--- config.mk ---
export PLATFORM = sky130hd
export DESIGN_NAME = byte_serial_add32_flat
export DESIGN_NICKNAME = d
export VERILOG_FILES = /design/src/rtl/byte_serial_add32_if.sv /design/src/rtl/byte_serial_add32.sv /design/src/flat_wrapper.sv
export SDC_FILE = /design/constraint.sdc
export NUM_CORES = 1
export LEC_CHECK = 0
export CAP_MARGIN = 20
export CORE_ASPECT_RATIO = 1.75
export CORE_MARGIN = 2
export CORE_UTILIZATION = 46
export DETAILED_ROUTE_END_ITERATION = 10
export GPL_TIMING_DRIVEN = 0
export PLACE_DENSITY = 0.74
export SKIP_CTS_REPAIR_TIMING = 1
export SLEW_MARGIN = 20
export SYNTH_ARGS = -nofsm -noshare
export SYNTH_HDL_FRONTEND = slang
export SYNTH_SLANG_ARGS = --single-unit
--- constraint.sdc ---
create_clock -name clk -period 3.5 [get_ports clk]
set_input_delay 0.35 -clock clk [delete_from_list [all_inputs] [get_ports clk]]
set_output_delay 0.35 -clock clk [all_outputs]
set_load 0.1 [all_outputs]
--- src/rtl/byte_serial_add32_if.sv ---
// Operand/result handshake bundle for byte_serial_add32.
// Master drives operands and out_ready; slave returns results.
interface byte_serial_add32_if #(
  parameter int N_BYTES = 4
);
  localparam int W = 8 * N_BYTES;

  logic         in_valid;
  logic         in_ready;
  logic [W-1:0] a;
  logic [W-1:0] b;
  logic         cin;
  logic         out_valid;
  logic         out_ready;
  logic [W-1:0] sum;
  logic         cout;
  logic         ovf;

  modport master (
    output in_valid, a, b, cin, out_ready,
    input  in_ready, out_valid, sum, cout, ovf
  );

  modport slave (
    input  in_valid, a, b, cin, out_ready,
    output in_ready, out_valid, sum, cout, ovf
  );
endinterface

--- src/rtl/byte_serial_add32.sv ---
// Byte-serial wide adder: one shared 8-bit Han-Carlson
// prefix adder processes one byte slice per clock.
module hcadd8 (
  input  logic [7:0] a,
  input  logic [7:0] b,
  input  logic       ci,
  output logic [7:0] s,
  output logic       co
);
  logic [7:0] g, p;
  logic g0c;
  logic g10, g32, p32, g54, p54, g76, p76;
  logic g30, g52, p52, g74, p74;
  logic g50, g70;
  logic g20, g40, g60;

  assign g = a & b;
  assign p = a ^ b;
  // bit 0 absorbs the carry-in as its generate
  assign g0c = g[0] | (p[0] & ci);

  // odd-column prefix tree
  assign g10 = g[1] | (p[1] & g0c);
  assign g32 = g[3] | (p[3] & g[2]);
  assign p32 = p[3] & p[2];
  assign g54 = g[5] | (p[5] & g[4]);
  assign p54 = p[5] & p[4];
  assign g76 = g[7] | (p[7] & g[6]);
  assign p76 = p[7] & p[6];

  assign g30 = g32 | (p32 & g10);
  assign g52 = g54 | (p54 & g32);
  assign p52 = p54 & p32;
  assign g74 = g76 | (p76 & g54);
  assign p74 = p76 & p54;

  assign g50 = g52 | (p52 & g10);
  assign g70 = g74 | (p74 & g30);

  // even columns fixed up from odd neighbours
  assign g20 = g[2] | (p[2] & g10);
  assign g40 = g[4] | (p[4] & g30);
  assign g60 = g[6] | (p[6] & g50);

  assign s = p ^ {g60, g50, g40, g30,
                  g20, g10, g0c, ci};
  assign co = g70;
endmodule

module byte_serial_add32 #(
  parameter int N_BYTES = 4
) (
  input logic clk,
  input logic rst_n,
  byte_serial_add32_if.slave bus
);
  localparam int W  = 8 * N_BYTES;
  localparam int IW = (N_BYTES > 1) ? $clog2(N_BYTES) : 1;
  localparam logic [IW-1:0] LAST = IW'(N_BYTES - 1);

  typedef enum logic [1:0] {
    IDLE,
    RUN,
    DONE
  } state_t;

  state_t        state, state_n;
  logic [W-1:0]  a_reg, b_reg, sum_q;
  logic          carry_reg, cout_q, ovf_q, vld_q;
  logic [IW-1:0] idx;
  logic [7:0]    sa, sb, s;
  logic          sc, last, accept, release_q;

  assign last      = (idx == LAST);
  assign accept    = (state == IDLE) && bus.in_valid;
  assign release_q = (state == DONE) && bus.out_ready;

  // pick the current byte slice of each operand
  always_comb begin
    sa = '0;
    sb = '0;
    for (int i = 0; i < N_BYTES; i++) begin
      if (idx == IW'(i)) begin
        sa = a_reg[8*i +: 8];
        sb = b_reg[8*i +: 8];
      end
    end
  end

  hcadd8 u_add (
    .a  (sa),
    .b  (sb),
    .ci (carry_reg),
    .s  (s),
    .co (sc)
  );

  // state register
  always_ff @(posedge clk or negedge rst_n) begin
    if (!rst_n) state <= IDLE;
    else        state <= state_n;
  end

  // next-state logic
  always_comb begin
    state_n = state;
    unique case (state)
      IDLE: if (accept)    state_n = RUN;
      RUN:  if (last)      state_n = DONE;
      DONE: if (release_q) state_n = IDLE;
      default:             state_n = IDLE;
    endcase
  end

  // operand capture, slice walk and result assembly
  always_ff @(posedge clk or negedge rst_n) begin
    if (!rst_n) begin
      a_reg     <= '0;
      b_reg     <= '0;
      carry_reg <= 1'b0;
      idx       <= '0;
      sum_q     <= '0;
      cout_q    <= 1'b0;
      ovf_q     <= 1'b0;
      vld_q     <= 1'b0;
    end else begin
      unique case (state)
        IDLE: begin
          if (accept) begin
            a_reg     <= bus.a;
            b_reg     <= bus.b;
            carry_reg <= bus.cin;
            idx       <= '0;
          end
        end
        RUN: begin
          for (int i = 0; i < N_BYTES; i++) begin
            if (idx == IW'(i)) sum_q[8*i +: 8] <= s;
          end
          carry_reg <= sc;
          if (last) begin
            cout_q <= sc;
            ovf_q  <= sc ^ (a_reg[W-1] ^ b_reg[W-1] ^ s[7]);
            vld_q  <= 1'b1;
          end else begin
            idx <= idx + 1'b1;
          end
        end
        DONE: begin
          if (release_q) vld_q <= 1'b0;
        end
        default: vld_q <= 1'b0;
      endcase
    end
  end

  assign bus.in_ready  = (state == IDLE);
  assign bus.out_valid = vld_q;
  assign bus.sum       = sum_q;
  assign bus.cout      = cout_q;
  assign bus.ovf       = ovf_q;
endmodule

--- src/flat_wrapper.sv ---
// flat-port wrapper written by rule: the top's interface ports become plain ports
module byte_serial_add32_flat 
#(
  parameter int N_BYTES = 4
)
  (clk, rst_n, bus_in_valid, bus_a, bus_b, bus_cin, bus_out_ready, bus_in_ready, bus_out_valid, bus_sum, bus_cout, bus_ovf);
  byte_serial_add32_if #(.N_BYTES(N_BYTES)) bus_i ();
  input logic clk;
  input logic rst_n;
  input wire logic [$bits(bus_i.in_valid)-1:0] bus_in_valid;
  input wire logic [$bits(bus_i.a)-1:0] bus_a;
  input wire logic [$bits(bus_i.b)-1:0] bus_b;
  input wire logic [$bits(bus_i.cin)-1:0] bus_cin;
  input wire logic [$bits(bus_i.out_ready)-1:0] bus_out_ready;
  output wire logic [$bits(bus_i.in_ready)-1:0] bus_in_ready;
  output wire logic [$bits(bus_i.out_valid)-1:0] bus_out_valid;
  output wire logic [$bits(bus_i.sum)-1:0] bus_sum;
  output wire logic [$bits(bus_i.cout)-1:0] bus_cout;
  output wire logic [$bits(bus_i.ovf)-1:0] bus_ovf;
  assign bus_i.in_valid = bus_in_valid;
  assign bus_i.a = bus_a;
  assign bus_i.b = bus_b;
  assign bus_i.cin = bus_cin;
  assign bus_i.out_ready = bus_out_ready;
  assign bus_in_ready = bus_i.in_ready;
  assign bus_out_valid = bus_i.out_valid;
  assign bus_sum = bus_i.sum;
  assign bus_cout = bus_i.cout;
  assign bus_ovf = bus_i.ovf;
  byte_serial_add32 #(.N_BYTES(N_BYTES)) u_core (.clk(clk), .rst_n(rst_n), .bus(bus_i));
endmodule
run_1/clocks.png
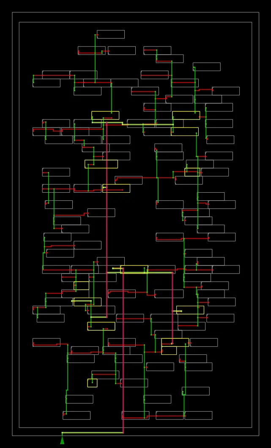
Final Skew: 5.81 ps
total CTS buffers: 9
Worst-Skew Late Latency: 340 ps
CLK BUF: 12

run_1/detail.png
Region (29, 59) to (54, 84) microns. Cells in grey, sequential cells in the stronger grey; small squares are vias.
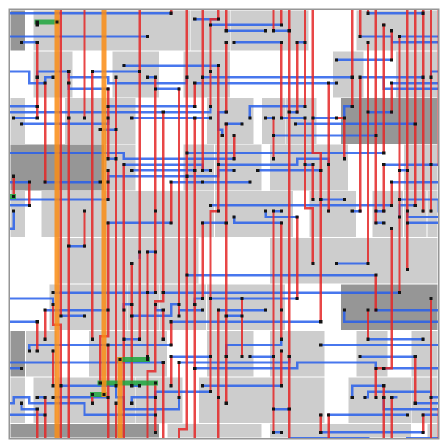
[blue] metal 1
[green] metal 3
[red] metal 2
[orange] metal 4
sequential cells in the window: 3
cells with their middle in the window: 43
most frequent: ha_1 (6), a21o_1 (4), a21oi_1 (4)

==> reports/qor.yml, run 1 <==
outcome: "finished, violations left"
violations: "negative setup slack"
nFillCells: 840
post-dp-hpwl_microns: 9190
n_tap_cell: 130
syn_inst: 373
setup_viol: 13
instances_no_fill: 637
timing.final.ws_setup_ps: -286
worst_path_most_repeated_cell: "fa_2"
crit_path_start: "u_core.idx[1]"
clk_share: 0.0445
cp_slowest_cell: "fa_2"
dp.cells: 608
ys_sh_xor: 0.0102
dominant-cell-class: "sequential cells"
wl_microns: 12400
worstMarginPinSlew_ps: 1010
synth.distinct_cells: 40
critPathKind: "flop to flop"
drc: 0
place_ws_ps: -676
worstPathMaxFanout: 6
worst-r2r-setup-slack_ps: -290
portBuffers: 104
syn_to_final_growth_pct: 36.9
path_cells: "inv_2, ha_4, buf_8, buf_8, a221oi_4, o31ai_4, fa_2, fa_2, a211oi_2, o21a_1, fa_2, xor2_4, xnor2_2, o2111a_1, a221o_1"
hold_path.class: "flop to flop"
dpl_cell_area_sq_um: 6290
r2r-end: "u_core.bus.ovf"
ys_area_sq_um: 5010
sh_comb_area: 0.350
inverters: 3
mux_area_frac: 0.229
simple_gate_area_frac: 0.0694
finalCritPeriodShare: 1.08
whs_ps: 488
grt_max_degree: 56
grt_pass1_vias: 3619
ys_warn_count: 0
path_buffers: 3
non_clock_buffer_area_share: 0.200
worst-endpoint-required_ps: 3730
crit_arrival_ps: 4010
run_1/cell_density.png
Drawn at 2 px/micron. The die is cut into 8 by 14 equal tiles; black is low, pale yellow is high, 0 to 100% covered.
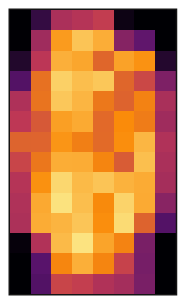
nearly empty tiles: 9.8%
fullest tile: 94%
tiles over 75% full: 36%
mean over tiles: 57%

run_1/clk_routes.png
Drawn at 6 px/micron.
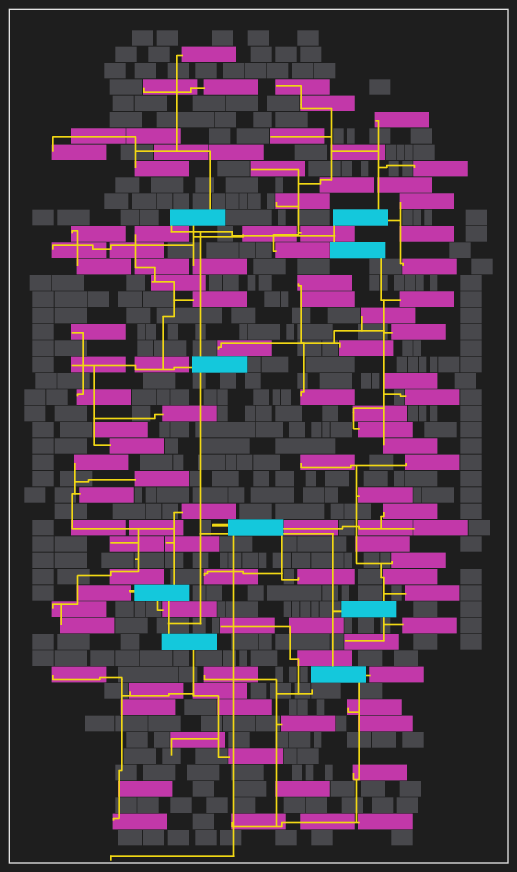
[magenta] flip-flops | count: 104
[yellow] clock wires | length: 1,140 microns
[cyan] clock drivers | count: 9
flops lie: all over the die

-- run 1: synth_stat cells, drive strengths merged --
master / number
or3: 1
o21a: 1
xnor2: 3
mux2: 81
o2111a: 1
nor4bb: 1
nand2: 41
and2: 2
a211oi: 1
a21o: 4
o21ai: 22
a22o: 2
clkbuf: 7
xor2: 2
nor2: 5
nor2b: 17
inv: 3
mux2i: 1
nand3b: 2
o211ai: 1
fa: 5
and2b: 1
o21bai: 1
buf: 15
a221oi: 14
dfrtp: 104
nor3: 2
a21oi: 9
a221o: 2
ha: 10
o31ai: 12
-- run 1: metal layers --
metal	routed length [microns]	vias up	share of wire	GRT usage
met2	6930	104	0.56	0.382
met5	0	-	0	0
met3	369	27	0.030	0.0238
met4	465	0	0.038	0.0863
met1	4590	1718	0.37	0.222
li1	-	1594	-	-
run_1/placement_by_type.png
Drawn at 3 px/micron. Fill, decap, tap and diode cells in grey.
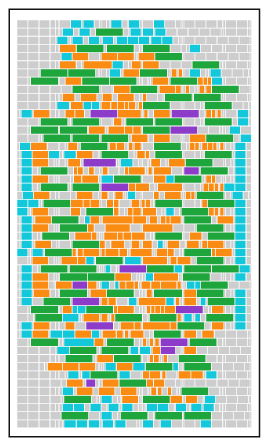

--- run 2 (diff from run 1) ---
CORE_MARGIN = 3   (was 2)
run_2/placement_by_type.png
Drawn at 3 px/micron. Fill, decap, tap and diode cells in grey.
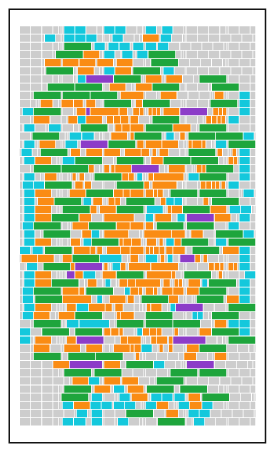
[orange] combinational and other logic | cells: 247
[cyan] remaining buffers and delay cells | cells: 138
[purple] clock drivers and dummy loads | cells: 14
[green] sequential cells | cells: 104

==> reports/qor.yml, run 2 <==
busiest_layer: "met2"
top_cells_by_count: "104 x dfrtp_1, 60 x mux2_4, 40 x nand2_1, 17 x nor2b_1, 14 x a221oi_1"
whs_ps: -42.4  # -531 ps
setup_viol: 9  # -4
grt_max_degree: 59  # +5.4%
met2_length_microns: 6830  # -1.4%
portBuffers: 104  # unchanged
clk_pin_slew_ps: 70
drc: 0  # unchanged
wl_met1_microns: 4480  # -2.5%
synth_top_area_share: 0.520
crit_path_start: "u_core.idx[0]"
grt_use_met2: 0.366  # -0.0165
dr.max_layer_used: "met4"
worst-r2r-setup-slack_ps: -180  # +100 ps
route.met3.wl_microns: 462  # +25%
ff_type: "dfrtp_1"
worstPathMaxFanout: 10  # +4
final_cell_mix: "103 x clkdlybuf4s50_1, 103 x dfrtp_1, 63 x mux2_4"
syn_to_final_growth_pct: 36.6
dpl_cell_area_sq_um: 6290  # about the same
simple_gate_area_frac: 0.0694  # unchanged
place_ws_ps: -530  # +146 ps
r2r-end: "u_core.bus.ovf"
outcome: "finished, violations left"
crit_arrival_ps: 3920  # -90 ps
crit_end: "u_core.bus.ovf"
dp.cells: 605  # -0.49%
violations: "negative hold slack, negative setup slack"
timing.final.ws_setup_ps: -183  # +103 ps
grt_util_met1: 0.230  # +0.00740
hold_viol: 57
mux_area_frac: 0.229  # unchanged
synth.most_common_cell: "dfrtp_1"
edf_count: 0  # unchanged
ys_warn_count: 0  # unchanged
grt_use_met3: 0.0160  # -0.00782
worst-endpoint-required_ps: 3740  # about the same
finalCritPeriodShare: 1.05  # -0.0294
wl_microns: 12300  # -0.81%
synth.distinct_cells: 40  # unchanged
synthArstFlopShare: 1.00  # unchanged
run_2/clocks.png
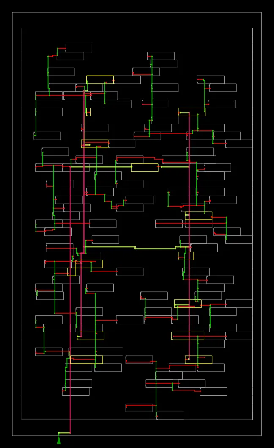
CLK BUF: 11
flop count: 104
Final Skew: 6.75 ps
Worst-Skew Late Latency: 350 ps
Clock Sinks: 104

[run 2: cell counts after synthesis]
Identical to the previous run, type by type.
[run 2: worst max-delay path: stages, from the launching register on]
cell	delay (ps)
dfrtp_2	430
ha_1	240
clkbuf_2	260
clkbuf_2	340
o31ai_4	150
fa_2	410
fa_2	420
a211oi_2	180
o21a_2	180
fa_2	250
xor2_4	190
xnor2_2	150
nor2_1	60
a221o_1	310
[run 2: cell type report]
class	instances	area, sq um
Tap cell	127	159
Sequential cell	104	2600
Clock buffer	11	243
Timing Repair Buffer	116	1160
Inverter	3	11.3
Multi-Input combinational cell	244	2410
Fill cell	750	3640
Buffer	22	190
Clock inverter	3	67.6
